### Cells coloured by class, run 1

Scale: 10 px per um.
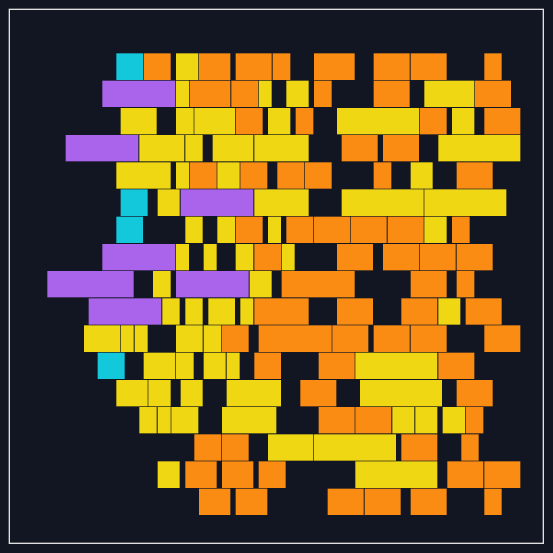
### Sizing map, run 1

Scale: 8 px per um.
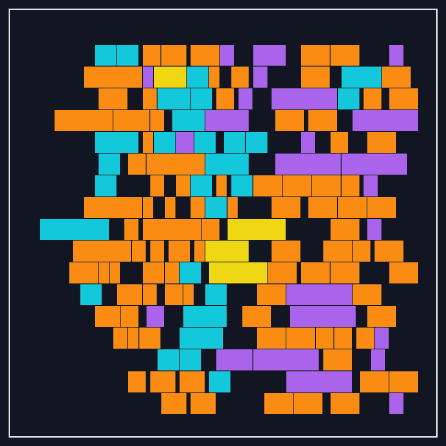
### Cell placement, run 1

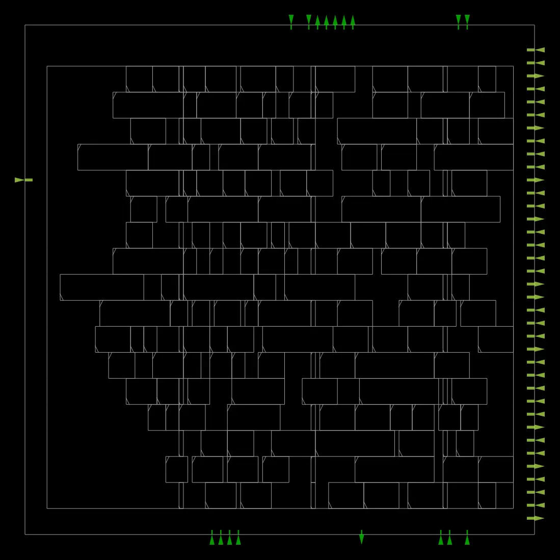
<file path="config.mk">
export PLATFORM = sky130hd
export DESIGN_NAME = fifo_wr_arbiter_flat
export DESIGN_NICKNAME = d
export VERILOG_FILES = /design/src/rtl/fifo_wr_arbiter_if.sv /design/src/rtl/fifo_wr_arbiter.sv /design/src/flat_wrapper.sv
export SDC_FILE = /design/constraint.sdc
export NUM_CORES = 1
export LEC_CHECK = 0
export CORE_MARGIN = 2
export CORE_UTILIZATION = 30
export CTS_BUF_LIST = sky130_fd_sc_hd__clkbuf_4 sky130_fd_sc_hd__clkbuf_8 sky130_fd_sc_hd__clkbuf_16
export DETAILED_ROUTE_END_ITERATION = 6
export PLACE_DENSITY = 0.74
export SLEW_MARGIN = 20
export SYNTH_ARGS = -nofsm -noshare
export SYNTH_HDL_FRONTEND = slang
export SYNTH_SLANG_ARGS = --single-unit
export TNS_END_PERCENT = 30
</file>
<file path="constraint.sdc">
create_clock -name clk -period 2 [get_ports clk]
set_input_delay 0.4 -clock clk [delete_from_list [all_inputs] [get_ports clk]]
set_output_delay 0.4 -clock clk [all_outputs]
set_load 0.02 [all_outputs]
</file>
<file path="src/rtl/fifo_wr_arbiter_if.sv">
// Requester/FIFO-write bus of fifo_wr_arbiter. The arbiter connects through
// the master modport; the requesters and the FIFO sit on the slave modport.
interface fifo_wr_arbiter_if #(
  parameter int DATA_WIDTH = 8,
  parameter int REQ_NUM    = 4
) ();
  localparam int ID_W = $clog2(REQ_NUM);

  logic [REQ_NUM*DATA_WIDTH-1:0] s_data;
  logic [REQ_NUM-1:0]            s_valid;
  logic [REQ_NUM-1:0]            s_ready;
  logic [DATA_WIDTH-1:0]         fifo_wr_data;
  logic                          fifo_wr_en;
  logic                          fifo_full;
  logic [ID_W-1:0]               gnt_id;
  logic                          busy;

  modport master (
    input  s_data, s_valid, fifo_full,
    output s_ready, fifo_wr_data, fifo_wr_en, gnt_id, busy
  );

  modport slave (
    output s_data, s_valid, fifo_full,
    input  s_ready, fifo_wr_data, fifo_wr_en, gnt_id, busy
  );
endinterface

</file>
<file path="src/rtl/fifo_wr_arbiter.sv">
// Round-robin burst arbiter merging REQ_NUM requesters into one FIFO write port.
// Optional per-requester beat statistics are enabled by defining FIFO_WR_ARBITER_STAT_EN.
module fifo_wr_arbiter #(
  parameter int DATA_WIDTH = 8,
  parameter int REQ_NUM    = 4,
  parameter int BURST_LEN  = 4
) (
  input  logic                       clk,
  input  logic                       s_rst_n,
  fifo_wr_arbiter_if.master          bus
`ifdef FIFO_WR_ARBITER_STAT_EN
  ,
  input  logic [$clog2(REQ_NUM)-1:0] stat_sel,
  output logic [15:0]                stat_cnt
`endif
);
  localparam int ID_W  = $clog2(REQ_NUM);
  localparam int CNT_W = (BURST_LEN > 1) ? $clog2(BURST_LEN) : 1;

  localparam logic [0:0] IDLE  = 1'b0;
  localparam logic [0:0] GRANT = 1'b1;

  logic [0:0]            state_q, state_d;
  logic [ID_W-1:0]       gnt_id_q, gnt_id_d;
  logic [ID_W-1:0]       last_gnt_q, last_gnt_d;
  logic [CNT_W-1:0]      beat_cnt_q, beat_cnt_d;

  logic [ID_W-1:0]       pick_s;
  logic [REQ_NUM-1:0]    s_ready_s;
  logic                  wr_en_s;
  logic [DATA_WIDTH-1:0] wr_data_s;

  // Round-robin search starting one past the last granted requester
  always_comb begin
    logic            found;
    logic [ID_W-1:0] cand;
    found  = 1'b0;
    pick_s = last_gnt_q;
    for (int k = 1; k <= REQ_NUM; k++) begin
      cand = ID_W'((int'(last_gnt_q) + k) % REQ_NUM);
      if (!found && bus.s_valid[cand]) begin
        found  = 1'b1;
        pick_s = cand;
      end else begin
        found  = found;
      end
    end
  end

  // Grant-side handshake; gated by reset so nothing transfers while held in reset
  always_comb begin
    s_ready_s = '0;
    wr_en_s   = 1'b0;
    wr_data_s = '0;
    if (s_rst_n && (state_q == GRANT)) begin
      s_ready_s[gnt_id_q] = ~bus.fifo_full;
      wr_en_s             = bus.s_valid[gnt_id_q] & ~bus.fifo_full;
      wr_data_s           = bus.s_data[gnt_id_q*DATA_WIDTH +: DATA_WIDTH];
    end else begin
      wr_en_s = 1'b0;
    end
  end

  // FSM next-state: a full stall holds everything, a dropped valid ends the grant early
  always_comb begin
    state_d    = state_q;
    gnt_id_d   = gnt_id_q;
    last_gnt_d = last_gnt_q;
    beat_cnt_d = beat_cnt_q;
    case (state_q)
      IDLE: begin
        if (|bus.s_valid) begin
          gnt_id_d   = pick_s;
          beat_cnt_d = '0;
          state_d    = GRANT;
        end else begin
          state_d = IDLE;
        end
      end
      GRANT: begin
        if (!bus.s_valid[gnt_id_q]) begin
          last_gnt_d = gnt_id_q;
          state_d    = IDLE;
        end else if (wr_en_s) begin
          beat_cnt_d = beat_cnt_q + CNT_W'(1);
          if (beat_cnt_q == CNT_W'(BURST_LEN - 1)) begin
            last_gnt_d = gnt_id_q;
            state_d    = IDLE;
          end else begin
            state_d = GRANT;
          end
        end else begin
          state_d = GRANT;
        end
      end
      default: begin
        state_d = IDLE;
      end
    endcase
  end

  // FSM registers; last_gnt resets to the top index so requester 0 wins first
  always_ff @(posedge clk) begin
    if (!s_rst_n) begin
      state_q    <= IDLE;
      gnt_id_q   <= '0;
      last_gnt_q <= ID_W'(REQ_NUM - 1);
      beat_cnt_q <= '0;
    end else begin
      state_q    <= state_d;
      gnt_id_q   <= gnt_id_d;
      last_gnt_q <= last_gnt_d;
      beat_cnt_q <= beat_cnt_d;
    end
  end

  assign bus.s_ready      = s_ready_s;
  assign bus.fifo_wr_en   = wr_en_s;
  assign bus.fifo_wr_data = wr_data_s;
  assign bus.gnt_id       = gnt_id_q;
  assign bus.busy         = (state_q == GRANT);

`ifdef FIFO_WR_ARBITER_STAT_EN
  logic [15:0] stat_q [REQ_NUM];
  logic [15:0] stat_d [REQ_NUM];
  logic [15:0] stat_cnt_q, stat_cnt_d;

  // Saturating per-requester beat counters and the selected-counter readout
  always_comb begin
    for (int i = 0; i < REQ_NUM; i++) begin
      stat_d[i] = stat_q[i];
      if (wr_en_s && (gnt_id_q == ID_W'(i)) && (stat_q[i] != 16'hFFFF)) begin
        stat_d[i] = stat_q[i] + 16'd1;
      end else begin
        stat_d[i] = stat_q[i];
      end
    end
    stat_cnt_d = stat_q[stat_sel];
  end

  // Statistic registers
  always_ff @(posedge clk) begin
    if (!s_rst_n) begin
      for (int i = 0; i < REQ_NUM; i++) begin
        stat_q[i] <= 16'd0;
      end
      stat_cnt_q <= 16'd0;
    end else begin
      for (int i = 0; i < REQ_NUM; i++) begin
        stat_q[i] <= stat_d[i];
      end
      stat_cnt_q <= stat_cnt_d;
    end
  end

  assign stat_cnt = stat_cnt_q;
`endif
endmodule

</file>
<file path="src/flat_wrapper.sv">
// flat-port wrapper written by rule: the top's interface ports become plain ports
module fifo_wr_arbiter_flat 
#(
  parameter int DATA_WIDTH = 8,
  parameter int REQ_NUM    = 4,
  parameter int BURST_LEN  = 4
)
  (clk, s_rst_n, bus_s_data, bus_s_valid, bus_fifo_full, bus_s_ready, bus_fifo_wr_data, bus_fifo_wr_en, bus_gnt_id, bus_busy);
  fifo_wr_arbiter_if #(.DATA_WIDTH(DATA_WIDTH), .REQ_NUM(REQ_NUM)) bus_i ();
  input  logic clk;
  input  logic s_rst_n;
  input wire logic [$bits(bus_i.s_data)-1:0] bus_s_data;
  input wire logic [$bits(bus_i.s_valid)-1:0] bus_s_valid;
  input wire logic [$bits(bus_i.fifo_full)-1:0] bus_fifo_full;
  output wire logic [$bits(bus_i.s_ready)-1:0] bus_s_ready;
  output wire logic [$bits(bus_i.fifo_wr_data)-1:0] bus_fifo_wr_data;
  output wire logic [$bits(bus_i.fifo_wr_en)-1:0] bus_fifo_wr_en;
  output wire logic [$bits(bus_i.gnt_id)-1:0] bus_gnt_id;
  output wire logic [$bits(bus_i.busy)-1:0] bus_busy;
  assign bus_i.s_data = bus_s_data;
  assign bus_i.s_valid = bus_s_valid;
  assign bus_i.fifo_full = bus_fifo_full;
  assign bus_s_ready = bus_i.s_ready;
  assign bus_fifo_wr_data = bus_i.fifo_wr_data;
  assign bus_fifo_wr_en = bus_i.fifo_wr_en;
  assign bus_gnt_id = bus_i.gnt_id;
  assign bus_busy = bus_i.busy;
  fifo_wr_arbiter #(.DATA_WIDTH(DATA_WIDTH), .REQ_NUM(REQ_NUM), .BURST_LEN(BURST_LEN)) u_core (.clk(clk), .s_rst_n(s_rst_n), .bus(bus_i));
endmodule
</file>
==> results.py, run 1 <==
# Auto-generated metrics
metrics = {
    "outcome": {
        "status": "complete, no violations",
    },
    "cts": {
        "cts_resized": 65,
        "cts_tree": "built",
        "clkLatencyLatePin_ps": 240,
        "cts.sinks": 7,
        "path_clk_slew_ps": 50,
        "numCtsBuffers": 3,
        "htreeDepth": 1,
        "cts_hold_buf": 0,
        "cts_root_buf": "clkbuf_4",
        "post-cts-setup-buffer-count": 0,
        "clk_path_buf_depth": 2,
    },
    "worst_setup_path": {
        "worst_path_max_delay_cell": "mux4_2",
        "worst-path-buf-inv": 2,
        "ff2ff_setup_slack_ps": 330,
        "slowest_delay_ps": 470,
        "cp_max_fo": 1,
        "required_ps": 1600,
        "crit_type": "in -> out",
        "cpLargestDelayFamily": "buffers and inverters",
        "path_cells": "clkdlybuf4s50_1 -> mux4_2 -> nor2b_4 -> buf_4",
        "end_kind": "primary output",
        "startpoint_type": "input port",
    },
    "place": {
        "io_buffers": 54,
        "routabilityCongestion": 0.826,
        "place_area_um2": 1440,
        "dpl.hpwl_um": 2160,
        "place_ws_ps": -523,
    },
    "global_routing": {
        "grt_pass1_wl_um": 3820,
        "grt_pass1_vias": 909,
        "antenna_found_initial": 0,
        "grt_max_degree": 11,
        "grt_util_all_layers": 0.181,
        "overflow": 0,
    },
    "finish": {
        "clk_share": 0.0208,
        "antennaDiodeCount": 0,
        "largestClassByArea": "buffers",
        "buffer_area_frac": 0.451,
        "mi_logic_area_um2": 572,
        "sh_comb_area": 0.396,
        "n_fill_cell": 198,
        "areaGrowthSynthToFinish_pct": 98.3,
        "clock_buffer_count": 4,
        "lay_top_cells": "clkdlybuf4s50_1 (36), buf_4 (16), buf_2 (10)",
        "fin_nets": 189,
        "flop_area_um2": 144,
        "buffers": 72,
        "final_area_um2": 1440,
        "n_all_inverters": 3,
        "lay_top_count": "clkdlybuf4s50_1",
        "comb_cells": 62,
        "drive_above_1_share": 0.378,
    },
    "routing": {
        "remaining_drc_errors": 0,
        "dr.pass1.iters": 4,
        "routed-via-count": 888,
        "drtIter0Drc": 8,
        "viasPerCell": 5.05,
        "wire_per_inst_um": 14.3,
        "wl_um": 2520,
        "ant_nets": 0,
    },
    "floorplanning": {
        "die_h_um": 53.3,
        "chipArea_um2": 2840,
        "tap_cells": 28,
        "initCoreUtil": 0.323,
        "pin_count": 55,
        "chipWidth_um": 53.3,
    },
    "min_path": {
        "hp-class": "reg -> reg",
    },
    "timing": {
        "period_used_share": 0.984,
        "setup_violations": 0,
        "fin_skew_ps": 0.920,
        "rsz0062_at_grt": "no",
        "relSlewSlack": 0.820,
        "slew_viol_final": 0,
        "fin_ws_ps": 31.2,
        "tightest_slew_ps": 270,
        "finalHoldViolCount": 0,
        "max_freq_ghz": 0.508,
        "period_minus_slack_ps": 1970,
    },
    "logic_synthesis": {
        "ys_cells": 77,
        "ys_area_um2": 728,
        "synthArstFlopShare": 0,
        "synth.mux.area_fraction": 0.357,
        "logic_family": "multiplexers",
        "top_cell_area_share": 0.247,
        "edf_count": 0,
        "synth.distinct_cells": 28,
        "syn_inst": 77,
        "synthAoiAreaFrac": 0.115,
        "synth_area_um2": 728,
        "numSynthFlops": 7,
        "top_cells_by_count": "mux4_2 (8), nor2b_1 (8), a21oi_1 (7), dfxtp_1 (7), nor2_1 (7)",
        "synth_top_cell_by_area": "mux4_2",
        "adder_share": 0.0172,
        "area_leaders": "mux4_2 (25%), dfxtp_1 (19%), mux2_4 (8.2%)",
        "flop_cell": "dfxtp_1",
        "simple_gate_share": 0.263,
        "xor_share": 0,
        "seq_area_frac_synth": 0.192,
        "synth_area_per_cell_um2": 9.46,
        "ys_warn_count": 0,
        "floorplan.nets": 117,
    },
    "power": {
        "ir_drop_mv": 0.399,
        "powerDensity_nw_per_um2": 460,
        "cellLeakagePower_nw": 0.636,
    },
    "flow_run": {
        "openroad.warnings": 26,
        "max_cap_violations": 0,
    },
}
## Picture notes: 'Cells coloured by class'
all other logic: in yellow, cells 65. clock drivers and dummy loads: in cyan, cells 4. flip-flops: in purple, cells 7. other buffers and delay cells: in orange, cells 72.
total core area: 2250 um2
Seq/total area: 0.0997

## Picture notes: 'Sizing map'
drive 1 or less: in orange, cells 92, share 62%. drive 6 and up: in yellow, cells 4, share 2.7%. drive 2: in purple, cells 24, share 16%. drive 3 to 4: in cyan, cells 28, share 19%.

## Picture notes: 'Cell placement'
Post-Layout Cell Count: 176
flip-flops: 7
cell row count: 17
Core Util, Final: 0.640

-- run 1: logic make-up after synthesis --
logic type                 Yosys count
adders and majority gates            1
and+or+nand+nor                     33
AOI/OAI and AO/OA                   14
muxes                               14
buffers and inverters                8
DFF                                  7
-- run 1: final timing paths --
kind,startpoint,endpoint,cells after the start
worst max-delay path,bus_s_data[28],bus_fifo_wr_data[4],4
worst min-delay path,u_core.beat_cnt_q[0],u_core.beat_cnt_q[0],1
worst min register to register,u_core.beat_cnt_q[0],u_core.beat_cnt_q[0],1
worst max register to register,u_core.bus.gnt_id[0],u_core.beat_cnt_q[1],6
-- run 1: sequential cells by signal (all words and copies together), names as in the netlist --
signal / flops
u_core.beat_cnt_q: 2
u_core.last_gnt_q: 2
u_core.bus.busy: 1
u_core.bus.gnt_id: 2
-- run 1: per-stage QoR --
stage / util / TNS [ps] / instances / power (mW) / hold WS [ps]
finish: 0.640 / 0 / 176 / 0.665 / 477
floorplan: - / 0 / 77 / 0.344 / 440
global placement: 0.639 / -4770 / 172 / 0.527 / 463
CTS: 0.633 / 0 / 176 / 0.666 / 478
global route: 0.640 / 0 / 176 / 0.705 / 522
detailed placement: 0.639 / -5110 / 172 / 0.534 / 468
-- run 1: worst register-to-register path, stage by stage (launching register included) --
cell     delay [ps]
dfxtp_4         370
buf_12          120
mux2_4          300
mux2_4          300
nand2_4          70
buf_4           110
mux2_4          290
-- run 1: where the power goes --
part           switching (mW)  internal [mW]  leakage, nW
registers              0.0147          0.154       0.0582
clock network          0.0481         0.0894       0.0184
logic                   0.132          0.227        0.560
-- run 1: per-layer routing --
layer / wire, um / GRT usage
met5: 0 / 0
met4: 26 / 0.0598
met3: 338 / 0.0537
met2: 1230 / 0.335
met1: 928 / 0.191
### The metal 3 layer, run 1

Scale: 4 px per um.
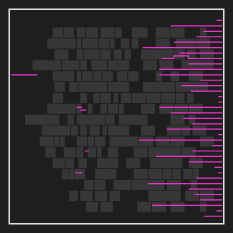

--- run 2 (diff from run 1) ---
--- a/config.mk
+++ b/config.mk
@@ -5,11 +5,14 @@
 export SDC_FILE = /design/constraint.sdc
 export NUM_CORES = 1
 export LEC_CHECK = 0
+export CORE_ASPECT_RATIO = 0.8
 export CORE_MARGIN = 2
 export CORE_UTILIZATION = 30
 export CTS_BUF_LIST = sky130_fd_sc_hd__clkbuf_4 sky130_fd_sc_hd__clkbuf_8 sky130_fd_sc_hd__clkbuf_16
+export CTS_CLUSTER_SIZE = 8
 export DETAILED_ROUTE_END_ITERATION = 6
 export PLACE_DENSITY = 0.74
+export REMOVE_ABC_BUFFERS = 1
 export SLEW_MARGIN = 20
 export SYNTH_ARGS = -nofsm -noshare
 export SYNTH_HDL_FRONTEND = slang
### The metal 3 layer, run 2

Scale: 4 px per um.
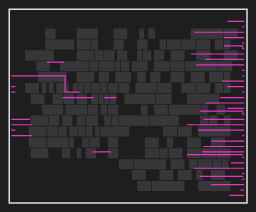
The longest straight run is 14.0 um. The wires run mostly horizontal. The layer holds 12% of the routed length. The layer carries 273 um of wire.
DR vias: 852
Post-Route WL: 2310 um
met3 usage: 0.0595

==> run 2 against run 1 <==
  * Die size is essentially flat
  * Via count is 4.1% lower
  * Register-to-register slack gained 20 ps
  * Clock power rose by 7%
  * Wire length decreased by 8.4%
  * Critical endpoint is now bus_fifo_wr_en
  * Largest cell class unchanged
==> results.py, run 2 <==
# Auto-generated metrics
metrics = {
    "logic_synthesis": {
        "synth_area_um2": 728,
        "flop_cell": "dfxtp_1",
        "numSynthFlops": 7,
        "synthArstFlopShare": 0,
        "ys_cells": 77,
        "edf_count": 0,
        "top_cells_by_count": "mux4_2 (8), nor2b_1 (8), a21oi_1 (7), dfxtp_1 (7), nor2_1 (7)",
        "top_cell_area_share": 0.247,
        "synth_area_per_cell_um2": 9.46,
        "synth_top_cell_by_area": "mux4_2",
        "seq_area_frac_synth": 0.192,
        "ys_warn_count": 0,
        "syn_inst": 77,
        "synth.distinct_cells": 28,
        "area_leaders": "mux4_2 (25%), dfxtp_1 (19%), mux2_4 (8.2%)",
        "ys_area_um2": 728,
    },
    "worst_setup_path": {
        "crit_type": "reg -> out",
        "cpLargestDelayFamily": "multiplexers",
        "worst_path_max_delay_cell": "dfxtp_2",
        "ff2ff_setup_slack_ps": 350,
        "cp_max_fo": 4,
        "r2r_cells": 6,
        "end_kind": "primary output",
        "path_cells": "buf_6 -> mux2_4 -> mux2_4 -> nand2_4 -> inv_1 -> buf_6",
        "regToRegStartpoint": "u_core.bus.gnt_id[0]",
        "required_ps": 1600,
        "rr_endpoint": "u_core.beat_cnt_q[1]",
        "startpoint_type": "register",
        "slowest_delay_ps": 350,
    },
    "flow_run": {
        "openroad.warnings": 27,
        "max_cap_violations": 0,
    },
    "global_routing": {
        "grt_max_degree": 14,
        "grt_util_all_layers": 0.166,
        "antenna_found_initial": 0,
        "overflow": 0,
        "grt_pass1_vias": 786,
        "grt_pass1_wl_um": 3460,
    },
    "place": {
        "dpl.cell_count": 167,
        "place_area_um2": 1390,
        "routabilityCongestion": 0.849,
        "io_buffers": 54,
        "place_ws_ps": -465,
        "dpl.hpwl_um": 1960,
    },
    "cts": {
        "clkLatencyLatePin_ps": 260,
        "path_clk_slew_ps": 50,
        "cts.sinks": 7,
        "cts_tree": "built",
        "htreeDepth": 1,
        "numCtsBuffers": 3,
    },
    "finish": {
        "lay_top_count": "clkdlybuf4s50_1",
        "fin_cells": 172,
        "n_fill_cell": 201,
        "lay_top_cells": "clkdlybuf4s50_1 (37), buf_4 (15), buf_2 (10)",
        "drive_above_1_share": 0.367,
        "antennaDiodeCount": 0,
        "utilization": 0.636,
        "final_area_um2": 1420,
        "fin_nets": 188,
    },
    "timing": {
        "max_freq_ghz": 0.509,
        "setup_violations": 0,
        "finalHoldViolCount": 0,
        "slew_viol_final": 0,
        "fin_skew_ps": 1.42,
        "tightest_slew_ps": 303,
        "fin_ws_ps": 36.2,
        "period_minus_slack_ps": 1960,
        "rsz0062_at_grt": "yes",
        "period_used_share": 0.982,
        "relSlewSlack": 0.798,
    },
    "floorplanning": {
        "pin_count": 55,
        "chipWidth_um": 59.1,
        "core_um2": 2230,
        "chipArea_um2": 2840,
        "rows": 15,
        "initCoreUtil": 0.326,
        "die_h_um": 48.1,
    },
    "min_path": {
        "hold_path_end": "u_core.beat_cnt_q[0]",
        "hp-class": "reg -> reg",
        "min_path_cells": 1,
    },
    "routing": {
        "ant_nets": 0,
        "drtIter0Drc": 26,
        "dr.pass1.iters": 4,
        "viasPerCell": 4.95,
        "wire_per_inst_um": 13.4,
        "remaining_drc_errors": 0,
    },
    "outcome": {
        "status": "complete, no violations",
    },
    "power": {
        "powerDensity_nw_per_um2": 463,
        "cellLeakagePower_nw": 0.654,
        "ir_drop_mv": 0.284,
    },
}
### Sizing map, run 2

Scale: 6 px per um.
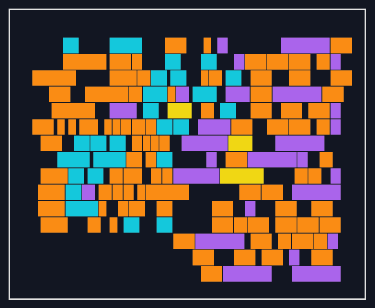
drive 1 or less: in orange, cells 93, share 63%. drive 6 and up: in yellow, cells 3, share 2.0%. drive 3 to 4: in cyan, cells 25, share 17%. drive 2: in purple, cells 26, share 18%.
P&R area growth vs syn: 95.2%
nonclk buf count: 71

## run 2: cell counts after synthesis
Identical to the previous run, type by type.
## run 2: power breakdown
part	switching [mW]	leakage, nW	internal, mW
Combinational	0.119	0.577	0.216
Sequential	0.0211	0.0583	0.154
Clock	0.0573	0.0184	0.0900
## run 2: layer usage
layer | global-route usage | vias to the layer above | part of all wire
li1 | - | 425 | -
met2 | 0.291 | 49 | 0.46
met1 | 0.189 | 374 | 0.41
met5 | 0 | - | 0
met4 | 0.0682 | 0 | 0.0095
met3 | 0.0595 | 4 | 0.12
## run 2: cell type report
cell class / count / area [um2] / area share
Multi-Input combinational cell: 62 / 564 / 0.397
Tap cell: 25 / 31.3 / 0.0220
Sequential cell: 7 / 143 / 0.100
Clock buffer: 4 / 30.0 / 0.0211
Inverter: 3 / 11.3 / 0.00792
Timing Repair Buffer: 71 / 642 / 0.452
## run 2: logic make-up after synthesis
logic type	Yosys count	share of synthesized area
buf+inv	8	0.0550
flops	7	0.192
simple gates	33	0.263
compound gates	14	0.115
fa+ha+maj	1	0.0172
mux	14	0.357
## run 2: how the worst max path moves through the flow
stage	endpoint	cells after the start	slack [ps]	start
2_1_floorplan	bus_fifo_wr_en	4	-80	u_core.bus.gnt_id[0]
3_3_place_gp	bus_fifo_wr_en	6	-430	bus_s_valid[2]
3_5_place_dp	bus_fifo_wr_en	6	-470	bus_s_valid[2]
4_1_cts	bus_fifo_wr_en	6	-80	bus_s_valid[2]
5_1_grt	bus_fifo_wr_en	6	-20	u_core.bus.gnt_id[0]
6_report	bus_fifo_wr_en	6	40	u_core.bus.gnt_id[0]
## run 2: timing repair
action / in CTS / in global routing
cloned: 0 / 0
pin swaps: 0 / 1
setup endpoints to repair: 14 / 13
hold buffers: 0 / 0
buffers inserted: 0 / 1
gates resized: 50 / 18
--- run 3 (diff from run 2) ---
--- a/config.mk
+++ b/config.mk
@@ -5,6 +5,7 @@
 export SDC_FILE = /design/constraint.sdc
 export NUM_CORES = 1
 export LEC_CHECK = 0
+export CAP_MARGIN = 30
 export CORE_ASPECT_RATIO = 0.8
 export CORE_MARGIN = 2
 export CORE_UTILIZATION = 30
### Wire density map, run 3

Scale: 6 px per um. 12 x 10 tiles, from white (low) to dark blue (high), scaled to the fullest tile. Values are wire area over tile area, all layers added.
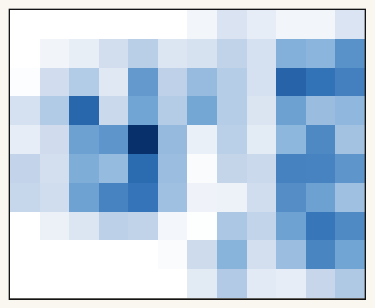
23% of the tiles are over half the peak. The mean over all tiles is 0.14. 18% of the tiles are nearly empty. The fullest tile reaches 0.48. The densest ninth of the die: east. The emptiest ninth of the die: south-west.

==> run 3 against run 2 <==
  * Maximum frequency stayed put
  * Setup slack stayed put
  * Total power stayed put
  * Area after synthesis stayed put
  * Sequential share of layout area stayed put
  * Clock power hardly changed
  * Clock skew stayed put
  * Critical path type unchanged
  * Critical endpoint unchanged
  * Largest cell class unchanged
  * Largest power group unchanged
==> results.py, run 3 <==
# Auto-generated metrics
metrics = {
    "finish": {
        "areaGrowthSynthToFinish_pct": 95.2,
        "drive_above_1_share": 0.367,
        "fin_nets": 188,
        "utilization": 0.636,
        "lay_top_cells": "clkdlybuf4s50_1 (37), buf_4 (15), buf_2 (10)",
        "final_area_um2": 1420,
        "lay_top_count": "clkdlybuf4s50_1",
        "antennaDiodeCount": 0,
    },
    "power": {
        "ir_drop_mv": 0.284,
        "cellLeakagePower_nw": 0.654,
        "total_power_mw": 0.658,
        "powerDensity_nw_per_um2": 463,
    },
    "cts": {
        "clk_path_buf_depth": 2,
        "path_clk_slew_ps": 50,
        "cts_resized": 50,
        "numCtsBuffers": 3,
        "htreeDepth": 1,
        "cts_root_buf": "clkbuf_4",
        "cts_hold_buf": 0,
        "post-cts-setup-buffer-count": 0,
        "cts_tree": "built",
        "clkLatencyLatePin_ps": 260,
        "cts.sinks": 7,
    },
    "timing": {
        "period_used_share": 0.982,
        "period_minus_slack_ps": 1960,
        "relSlewSlack": 0.798,
        "slew_viol_final": 0,
        "setup_violations": 0,
        "tightest_slew_ps": 303,
        "finalHoldViolCount": 0,
        "max_freq_ghz": 0.509,
        "fin_skew_ps": 1.42,
        "rsz0062_at_grt": "yes",
        "fin_tns_setup_ps": 0,
    },
    "worst_setup_path": {
        "worst-path-buf-inv": 3,
        "path_cells": "buf_6 -> mux2_4 -> mux2_4 -> nand2_4 -> inv_1 -> buf_6",
        "required_ps": 1600,
        "crit_type": "reg -> out",
        "end_kind": "primary output",
        "cpLargestDelayFamily": "multiplexers",
        "worst_path_max_delay_cell": "dfxtp_2",
        "cp_max_fo": 4,
        "startpoint_type": "register",
        "cp.arrival_ps": 1560,
        "slowest_delay_ps": 350,
    },
    "floorplanning": {
        "rows": 15,
        "pin_count": 55,
        "chipWidth_um": 59.1,
        "die_h_um": 48.1,
        "core_um2": 2230,
        "initCoreUtil": 0.326,
        "chipArea_um2": 2840,
    },
    "global_routing": {
        "antenna_found_initial": 0,
        "grt_pass1_vias": 786,
        "grt_pass1_wl_um": 3460,
        "overflow": 0,
        "grt_max_degree": 14,
        "grt_util_all_layers": 0.166,
    },
    "place": {
        "dpl.hpwl_um": 1960,
        "io_buffers": 54,
        "routabilityCongestion": 0.849,
        "place_area_um2": 1390,
    },
    "logic_synthesis": {
        "synthAoiAreaFrac": 0.115,
        "top_cell_area_share": 0.247,
        "synth.distinct_cells": 28,
        "ys_warn_count": 0,
        "synth.mux.area_fraction": 0.357,
        "ys_cells": 77,
        "simple_gate_share": 0.263,
        "synthArstFlopShare": 0,
        "adder_share": 0.0172,
        "logic_family": "multiplexers",
        "syn_inst": 77,
        "synth_area_per_cell_um2": 9.46,
        "synth_top_cell_by_area": "mux4_2",
        "synth_area_um2": 728,
        "numSynthFlops": 7,
        "top_cells_by_count": "mux4_2 (8), nor2b_1 (8), a21oi_1 (7), dfxtp_1 (7), nor2_1 (7)",
        "area_leaders": "mux4_2 (25%), dfxtp_1 (19%), mux2_4 (8.2%)",
        "flop_cell": "dfxtp_1",
        "edf_count": 0,
        "seq_area_frac_synth": 0.192,
        "xor_share": 0,
        "ys_area_um2": 728,
    },
    "routing": {
        "drtIter0Drc": 26,
        "wire_per_inst_um": 13.4,
        "routed-via-count": 852,
        "ant_nets": 0,
        "viasPerCell": 4.95,
        "remaining_drc_errors": 0,
        "wl_um": 2310,
        "dr.pass1.iters": 4,
    },
    "outcome": {
        "status": "complete, no violations",
    },
    "flow_run": {
        "openroad.warnings": 27,
        "max_cap_violations": 0,
    },
    "min_path": {
        "hp-class": "reg -> reg",
    },
}
### The metal 3 layer, run 3

Scale: 4 px per um.
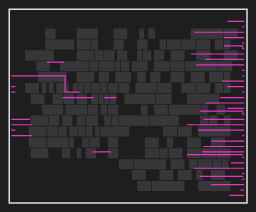
The layer carries 273 um of wire. The longest straight run is 14.0 um.

-- run 3: cell counts in the layout (fill, tap and decap cells not counted) --
No cell type changed its count.
-- run 3: per-layer routing --
metal | vias up | wire [um] | global-route usage
li1 | 425 | - | -
met1 | 374 | 951 | 0.189
met2 | 49 | 1060 | 0.291
met3 | 4 | 273 | 0.0595
met4 | 0 | 22 | 0.0682
met5 | - | 0 | 0
-- run 3: kinds of logic (layout without fill, tap and decap cells) --
logic type / after synthesis / in the layout
and+or+nand+nor: 33 / 33
adders and majority gates: 1 / 1
AOI/OAI and AO/OA: 14 / 14
DFF: 7 / 7
muxes: 14 / 14
buffers and inverters: 8 / 78
-- run 3: final timing paths --
| path | startpoint | endpoint | slack, ps | cells past startpoint |
|---|---|---|---|---|
| max | u_core.bus.gnt_id[0] | bus_fifo_wr_en | 40 | 6 |
| min | u_core.beat_cnt_q[0] | u_core.beat_cnt_q[0] | 470 | 1 |
| max reg2reg | u_core.bus.gnt_id[0] | u_core.beat_cnt_q[1] | 350 | 6 |
| min reg2reg | u_core.beat_cnt_q[0] | u_core.beat_cnt_q[0] | 470 | 1 |
-- run 3: layout make-up --
cell class,count,area (um2)
Tap cell,25,31.3
Fill cell,201,812
Clock buffer,4,30.0
Inverter,3,11.3
Timing Repair Buffer,71,642
Multi-Input combinational cell,62,564
Sequential cell,7,143
-- run 3: through the flow --
stage                     setup WS, ps  hold WS (ps)  instances
after floorplan                  -75.1           440         72
after global placement            -434           453        167
after detailed placement          -465           463        167
after CTS                        -76.6           473        171
after global routing             -19.0           494        172
final                             36.2           473        172
-- run 3: power breakdown --
group          leakage [nW]  switching [mW]  internal, mW  total, mW
Clock                0.0184          0.0573        0.0900      0.147
Combinational         0.577           0.119         0.216      0.336
Sequential           0.0583          0.0211         0.154      0.175
Power and IR drop assume default switching activity.
